run_1/flops_by_reg.png
Bar = 20 µm.
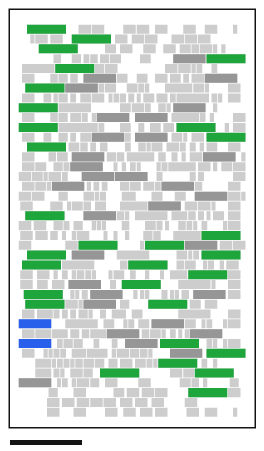
run_1/layer_met4.png
Bar = 20 µm.
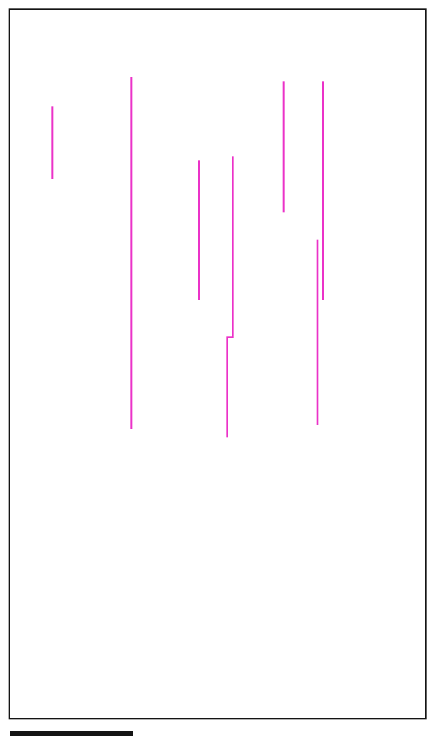
run_1/wires.png
Two of the layers only.
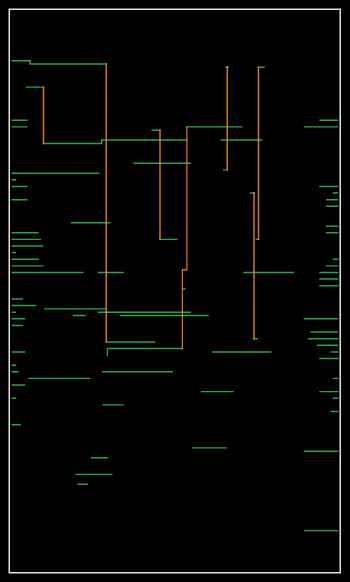
run_1/logic_types.png
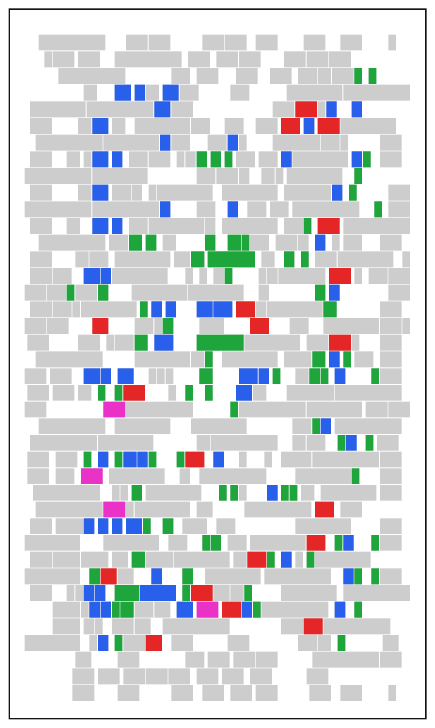
==> config.mk <==
export PLATFORM = sky130hd
export DESIGN_NAME = pc_ctrl
export DESIGN_NICKNAME = d
export VERILOG_FILES = /design/src/rtl/pc_pkg.sv /design/src/rtl/pc_redirect_buf.sv /design/src/rtl/pc_ctrl.sv
export SDC_FILE = /design/constraint.sdc
export NUM_CORES = 1
export LEC_CHECK = 0
export CAP_MARGIN = 15
export CORE_ASPECT_RATIO = 1.75
export CORE_MARGIN = 2
export CORE_UTILIZATION = 52
export CTS_CLUSTER_SIZE = 10
export DETAILED_ROUTE_END_ITERATION = 8
export PLACE_DENSITY_LB_ADDON = 0.1
export SYNTH_ARGS = -nofsm -noshare
export SYNTH_HDL_FRONTEND = slang
export SYNTH_SLANG_ARGS = --single-unit
==> constraint.sdc <==
create_clock -name clk_i -period 7.52 [get_ports clk_i]
set_input_delay 0.752 -clock clk_i [delete_from_list [all_inputs] [get_ports clk_i]]
set_output_delay 0.752 -clock clk_i [all_outputs]
set_load 0.005 [all_outputs]
==> src/rtl/pc_pkg.sv <==
// Shared types and helpers for the IF-stage program-counter controller.
package pc_pkg;

  typedef enum logic [1:0] {
    IDLE  = 2'd0,
    RUN   = 2'd1,
    PEND  = 2'd2,
    FAULT = 2'd3
  } pc_state_t;

  localparam int unsigned INSTR_BYTES_DEF = 4;
  localparam int unsigned ALIGN_BITS      = $clog2(INSTR_BYTES_DEF);

  // Mask that clears the low align_bits bits of an address.
  function automatic logic [63:0] align_mask(input int unsigned align_bits = ALIGN_BITS);
    return ~((64'd1 << align_bits) - 64'd1);
  endfunction

endpackage

==> src/rtl/pc_redirect_buf.sv <==
// One-entry pending redirect target with valid bit; consume wins over load.
module pc_redirect_buf #(
  parameter int ADDR_W = 32
) (
  input  logic              clk_i,
  input  logic              rst_i,
  input  logic              load_i,
  input  logic              consume_i,
  input  logic [ADDR_W-1:0] target_i,
  output logic              pend_o,
  output logic [ADDR_W-1:0] target_o
);

  logic              vld_p0;
  logic [ADDR_W-1:0] tgt_p0;

  always_ff @(posedge clk_i or negedge rst_i) begin
    if (!rst_i) begin
      vld_p0 <= 1'b0;
    end else if (consume_i) begin
      vld_p0 <= 1'b0;
    end else if (load_i) begin
      vld_p0 <= 1'b1;
    end
  end

  // Target payload needs no reset; it is only observed while vld_p0 is set.
  always_ff @(posedge clk_i) begin
    if (load_i) begin
      tgt_p0 <= target_i;
    end
  end

  assign pend_o   = vld_p0;
  assign target_o = tgt_p0;

endmodule

==> src/rtl/pc_ctrl.sv <==
// IF-stage program-counter controller: increment, stall, redirect, buffered redirect.
// Optional misaligned-target trap enabled by defining PC_ALIGN_CHECK_EN.
module pc_ctrl
  import pc_pkg::*;
#(
  parameter int                ADDR_W      = 32,
  parameter logic [ADDR_W-1:0] RESET_PC    = '0,
  parameter int                INSTR_BYTES = 4,
  parameter logic [ADDR_W-1:0] TRAP_PC     = ADDR_W'(32'h0000_0080)
) (
  input  logic              clk_i,
  input  logic              rst_i,
  input  logic              start_i,
  input  logic              hd_i,
  input  logic              redirect_i,
  input  logic [ADDR_W-1:0] redirect_pc_i,
  output logic [ADDR_W-1:0] pc_o,
  output logic [ADDR_W-1:0] pc_plus_o,
  output logic              valid_o,
  output logic              pend_o,
  output logic              fault_o
);

`ifdef PC_ALIGN_CHECK_EN
  localparam bit CHECK_EN = 1'b1;
`else
  localparam bit CHECK_EN = 1'b0;
`endif

  localparam logic [ADDR_W-1:0] ALIGN_MASK = ADDR_W'(align_mask($clog2(INSTR_BYTES)));

  pc_state_t         state_p0;
  logic [ADDR_W-1:0] pc_p0;
  logic              fault_p0;

  logic              ld_en;
  logic [ADDR_W-1:0] ld_tgt;
  logic              buf_load;
  logic              buf_consume;
  logic [ADDR_W-1:0] buf_tgt;
  logic              fault_now;
  logic              inc_en;

  pc_redirect_buf #(
    .ADDR_W (ADDR_W)
  ) u_buf (
    .clk_i     (clk_i),
    .rst_i     (rst_i),
    .load_i    (buf_load),
    .consume_i (buf_consume),
    .target_i  (redirect_pc_i),
    .pend_o    (pend_o),
    .target_o  (buf_tgt)
  );

  always_comb begin
    ld_en       = 1'b0;
    ld_tgt      = redirect_pc_i;
    buf_load    = 1'b0;
    buf_consume = 1'b0;
    inc_en      = 1'b0;
    unique case (state_p0)
      IDLE: ld_en = redirect_i;
      RUN: begin
        if (!start_i) begin
          ld_en = redirect_i;
        end else if (redirect_i) begin
          ld_en    = !hd_i;
          buf_load = hd_i;
        end else begin
          inc_en = !hd_i;
        end
      end
      PEND: begin
        // A redirect arriving on the release edge is newer than the buffered one.
        ld_tgt = redirect_i ? redirect_pc_i : buf_tgt;
        if (!start_i || !hd_i) begin
          ld_en       = 1'b1;
          buf_consume = 1'b1;
        end else begin
          buf_load = redirect_i;
        end
      end
      FAULT: ;
    endcase
  end

  assign fault_now = CHECK_EN && ld_en && (|(ld_tgt & ~ALIGN_MASK));

  always_ff @(posedge clk_i or negedge rst_i) begin
    if (!rst_i) begin
      state_p0 <= IDLE;
      pc_p0    <= RESET_PC;
      fault_p0 <= 1'b0;
    end else if (fault_now) begin
      state_p0 <= FAULT;
      pc_p0    <= TRAP_PC;
      fault_p0 <= 1'b1;
    end else begin
      if (ld_en) begin
        pc_p0 <= ld_tgt & ALIGN_MASK;
      end else if (inc_en) begin
        pc_p0 <= pc_plus_o;
      end
      unique case (state_p0)
        IDLE:    state_p0 <= start_i ? RUN : IDLE;
        RUN:     state_p0 <= !start_i ? IDLE : ((redirect_i && hd_i) ? PEND : RUN);
        PEND:    state_p0 <= !start_i ? IDLE : (!hd_i ? RUN : PEND);
        FAULT:   state_p0 <= FAULT;
      endcase
    end
  end

  assign pc_o      = pc_p0;
  assign pc_plus_o = pc_p0 + ADDR_W'(INSTR_BYTES);
  assign valid_o   = (state_p0 == RUN) && !hd_i && !pend_o;
  assign fault_o   = fault_p0;

endmodule

==> results.yml, run 1 <==
# synthesis and place-and-route metrics
placed_design:
  dpl.hpwl_um: 6890
  gp_congestion: 0.862
  placed_cell_area_um2: 4700
  dpl.cell_count: 534
  portBuffers: 96
  place_ws_ns: 3.81
global_routing:
  met1_usage_pct: 31.1
  busiest_layer: "met2"
  grtUsageMet3_pct: 4.47
  grt_use_met2_pct: 47.8
  overflow: 0
final_layout:
  fin_cells: 550
  inverters: 6
  seq_area_um2: 1730
  seq_share_pct: 34.6
  mi_logic_area_um2: 1840
  final_cell_mix: "clkdlybuf4s50_1, nand2_1, dfrtp_1"
  drive_gt1_share_pct: 7.94
  num-nonclk-buffers: 102
  syn2layout_area_growth_pct: 35.1
  design_area_um2: 4990
  comb_area_share_pct: 36.8
  lay_top_count: "clkdlybuf4s50_1"
  clk_share_pct: 5.84
drt:
  highest_layer: "met4"
  first_pass_iters: 4
  antenna_left: 0
  met1_length_um: 3710
  dr_wl_met3_um: 443
  first_iter_violations: 241
  wl_met2_um: 5440
  post_drt_via_cell_ratio: 5.77
sta:
  timing.slew.headroom_pct: 21.4
  fmax_mhz: 281
  drv_slew: 0
  rsz0062_at_grt: "no"
  setup_ws_ns: 3.96
  fin_crit_ns: 3.56
  fin_tns_setup_ns: 0
status:
  status: "completed"
clock_tree:
  clk-insertion-delay-late_ns: 0.32
  path_clk_slew_ns: 0.05
  cts_tree: "built"
  ctsHoldBuffers: 0
  cts-resized-gates: 0
  ctsRootBufferMaster: "clkbuf_16"
  cts_buffer_depth: 2
setup_path:
  cp-start-kind: "flip-flop"
  r2r_end: "pc_o[11]$_DFFE_PN0P_"
  crit_end: "pc_plus_o[30]"
  path_max_fanout: 10
  crit_arrival_ns: 2.80
  worstSetupPathType: "reg2out"
  regToRegStartpoint: "state_p0[1]$_DFF_PN0_"
  critPathSlowestCell: "clkdlybuf4s50_1"
  end_kind: "output port"
  slowest_delay_ns: 0.54
  cp.required_ns: 6.77
  worst-path-stages: 5
power_and_ir_drop:
  swShare_pct: 19.4
  total_power_w: 0.000799
  power_density_nw_per_um2: 160
  pwr-share-seq_pct: 45.3
  power.group.top: "clock"
  pg_comb_w: 0.0000313
  p_int_w: 0.000644
  ir_worst_vdd_mv: 0.172
  pg_clk_w: 0.000406
  seq-power_w: 0.000362
yosys:
  synth_warnings: 0
  topCombFamilyByArea: "simple AND/OR/NAND/NOR gates"
  ys_sh_aoi_pct: 14.3
  edf_count: 30
  syn_area_um2: 3690
  yosys-stat-cells: 371
  mux_share_pct: 1.08
  adder_share_pct: 2.03
  syn_inst: 371
  ys_async_sr_fraction_pct: 52.4
  ys_sh_simple_pct: 22.9
  ys_area_um2: 3690
  numSynthFlops: 63
  ff_type: "dfrtp_1"
job:
  drv_cap: 0
floorplanning:
  die_h_um: 115
  num_rows: 40
  taps: 84
  core_area_um2: 6860
worst_hold_path:
  hold_depth: 2
About flops_by_reg.png:
| name in the netlist | colour | sequential cells |
|---|---|---|
| u_buf.target_o | green | 30 |
| state_p0 | blue | 2 |
not coloured: 31

About layer_met4.png:
nets with wire on the layer: 6
wire length on this layer: 224 µm
main direction: vertical
via count: 3174
Post-Route WL: 9820 µm

About wires.png:
| layer | colour | wire length |
|---|---|---|
| metal 3 | green | 444 µm |
| metal 4 | orange | 224 µm |
All-Layer GR Usage: 27.0%
per-cell routed wire length: 17.8 µm

About logic_types.png:
| family | colour | cells | most used |
|---|---|---|---|
| AND-OR and OR-AND gates | red | 19 | a211o_1 |
| NAND gates | green | 76 | nand2_1 |
| inverting AOI/OAI gates | blue | 61 | a21oi_1 |
| multiplexers | magenta | 4 | mux2i_1 |

[run 1: worst reg2reg max path, stage by stage (launching register included)]
cell	delay, ns
dfrtp_1	0.39
inv_1	0.11
ha_1	0.25
nand4bb_1	0.78
a21oi_1	0.83
buf_4	0.29
o21ai_0	0.10
a21oi_1	0.17
nor2_1	0.06
[run 1: synth_stat cells, types with 9 or more instances]
library cell / number / area share, %
nand2_1: 50 / 5.1
dfrtp_1: 33 / 22
a21oi_1: 30 / 4.1
edfxtp_1: 30 / 24
nor2_1: 24 / 2.4
xnor2_1: 20 / 4.7
xor2_1: 16 / 3.8
nand3_1: 14 / 1.9
and2_1: 12 / 2.0
a211oi_1: 11 / 2.2
clkbuf_1: 11 / 1.1
buf_2: 9 / 1.2
nor3_1: 9 / 1.2
==> run 2, diff against run 1 <==
--- a/config.mk
+++ b/config.mk
@@ -8,7 +8,7 @@
 export CAP_MARGIN = 15
 export CORE_ASPECT_RATIO = 1.75
 export CORE_MARGIN = 2
-export CORE_UTILIZATION = 52
+export CORE_UTILIZATION = 48
 export CTS_CLUSTER_SIZE = 10
 export DETAILED_ROUTE_END_ITERATION = 8
 export PLACE_DENSITY_LB_ADDON = 0.1
==> constraint.sdc (replaced) <==
create_clock -name clk_i -period 3.3 [get_ports clk_i]
set_input_delay 0.33 -clock clk_i [delete_from_list [all_inputs] [get_ports clk_i]]
set_output_delay 0.33 -clock clk_i [all_outputs]
set_load 0.005 [all_outputs]
run_2/logic_types.png
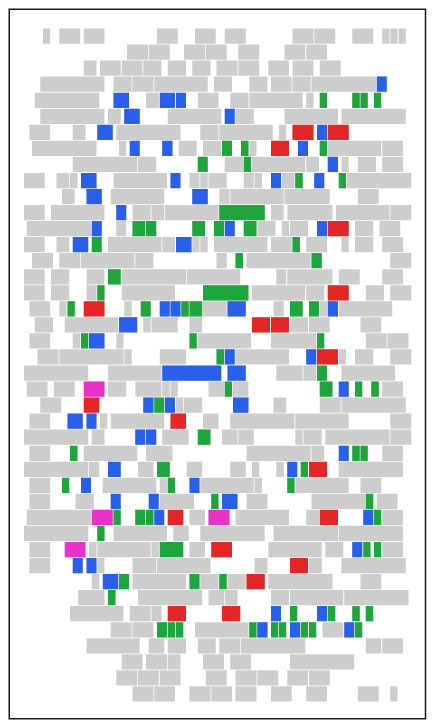
| family | colour | cells | most used |
|---|---|---|---|
| inverting AOI/OAI gates | blue | 61 | a21oi_1 |
| NAND gates | green | 76 | nand2_1 |
| AND-OR and OR-AND gates | red | 19 | a211o_1 |
| multiplexers | magenta | 4 | mux2i_1 |
combinational share of cell area: 36.6%
fin cells: 559
Top cell excl fill/tap: clkdlybuf4s50_1

==> run 2 against run 1 <==
Effect of this change: sequential cell count unchanged; count of clock-buffer cells in the layout unchanged; global-route usage down 1.9 points; power up 140%; hold slack worse by 0.095 ns; clock skew up 0.00079 ns; via count up 0.66%; sequential share of layout area down 0.51 points; combinational power up 130%; wire length up 2.7%; utilization down 5.4 points.
==> results.yml, run 2 <==
# synthesis and place-and-route metrics
global_routing:
  overflow: 0
  met1_usage_pct: 28.6
  grtUsageMet3_pct: 4.11
  grt_use_met2_pct: 44.4
  grt_pass1_vias: 3261
  antenna_found_initial: 0
  grt_max_degree: 34
  grt_usage_pct: 25.0
  busiest_layer: "met2"
yosys:
  synthTopCellsByArea: "edfxtp_1, dfrtp_1, nand2_1"
  ys_area_um2: 3690
  ff_type: "dfrtp_1"
  top_area_share_pct: 24.4
  ys_async_sr_fraction_pct: 52.4
  yosys-stat-cells: 371
  numSynthFlops: 63
  synth_seq_share_pct: 46.8
  top_area_cell: "edfxtp_1"
  ys_top_cells_by_count: "nand2_1, dfrtp_1, a21oi_1, edfxtp_1, nor2_1"
  synth_warnings: 0
  syn_inst: 371
  yosysMostFrequentCell: "nand2_1"
  edf_count: 30
  postSynthAreaPerCell_um2: 9.95
  syn_area_um2: 3690
floorplanning:
  die_h_um: 120
  num_rows: 42
  die_width_um: 70.3
  io_pins: 104
  core_area_um2: 7510
  taps: 88
setup_path:
  cp-start-kind: "flip-flop"
  crit_end: "pc_plus_o[29]"
  end_kind: "output port"
  r2r_end: "pc_o[16]$_DFFE_PN0P_"
  path_max_fanout: 10
  rrSetupSlack_ns: 0.99
  cp.required_ns: 2.97
  crit_arrival_ns: 2.78
  regToRegStartpoint: "state_p0[0]$_DFF_PN0_"
  worstSetupPathType: "reg2out"
sta:
  drv_slew: 0
  finalClockPeriodUsage_pct: 94.1
  timing.slew.headroom_pct: 51.0
  fmax_mhz: 322
  setup_ws_ns: 0.193
  fin_tns_setup_ns: 0
  fin_crit_ns: 3.11
  rsz0062_at_grt: "no"
  hold_viol: 0
placed_design:
  gp_congestion: 0.859
  dpl.hpwl_um: 7320
  dpl.cell_count: 543
  portBuffers: 96
  placed_cell_area_um2: 4760
  place_ws_ns: 0.541
power_and_ir_drop:
  pg_clk_w: 0.000993
  swShare_pct: 19.3
  pwr-share-seq_pct: 43.6
  power.group.top: "clock"
  p_leak_nw: 2.18
  ir_worst_vdd_mv: 0.360
  total_power_w: 0.00189
  seq-power_w: 0.000824
  pg_comb_w: 0.0000722
  clkPwrFrac_pct: 52.5
  switchingPower_w: 0.000364
  p_int_w: 0.00153
  power_density_nw_per_um2: 373
final_layout:
  buf_share_pct: 20.6
  drive_gt1_share_pct: 8.70
  largest_cell_class: "logic gates"
  clk_share_pct: 6.05
  mi_logic_area_um2: 1860
  inverters: 6
  design_area_um2: 5060
  clock_buffers: 12
  final_cell_mix: "clkdlybuf4s50_1, nand2_1, dfrtp_1"
  seq_share_pct: 34.1
  num-nonclk-buffers: 107
  seq_area_um2: 1730
  syn2layout_area_growth_pct: 37.2
drt:
  wl_per_cell_um: 18.0
  highest_layer: "met4"
  post-route-drc-count: 0
  met1_length_um: 3720
  first_iter_violations: 157
  post_drt_via_cell_ratio: 5.72
  wl_met2_um: 5590
  first_pass_iters: 4
  dr_wl_met3_um: 463
  via_count: 3195
  antenna_left: 0
  wl_um: 10100
clock_tree:
  ctsRootBufferMaster: "clkbuf_16"
  path_clk_slew_ns: 0.05
  clk-insertion-delay-late_ns: 0.33
  cts_tree: "built"
  cts-resized-gates: 0
  cts_buffer_depth: 2
  ctsHoldBuffers: 0
job:
  drv_cap: 0
status:
  status: "completed"
## run 2: cell count changes in the layout (fill, tap and decap cells not counted)
cell / delta
nor3_2: -1
a32oi_4: +1
clkbuf_1: +1
clkinv_2: -1
buf_4: +5
a32oi_2: -1
clkbuf_8: -1
bufinv_16: +1
nor3_4: +1
## run 2: cells by family after synthesis
logic type	share of synthesized area, %
xor+xnor	8.54
flops	46.8
fa+ha+maj	2.03
simple gates	22.9
compound gates	14.3
other cells	0.102
buf+inv	4.27
mux	1.08
## run 2: worst max-delay path, cell delays in order (launching register included)
cell and delay (ns):
dfrtp_1 0.54, and4_1 0.49, nand4_4 0.30, nor4_4 0.33
xor2_1 0.24, clkdlybuf4s50_1 0.54
Power figures rest on the tool's default switching activity, not on a simulated workload.
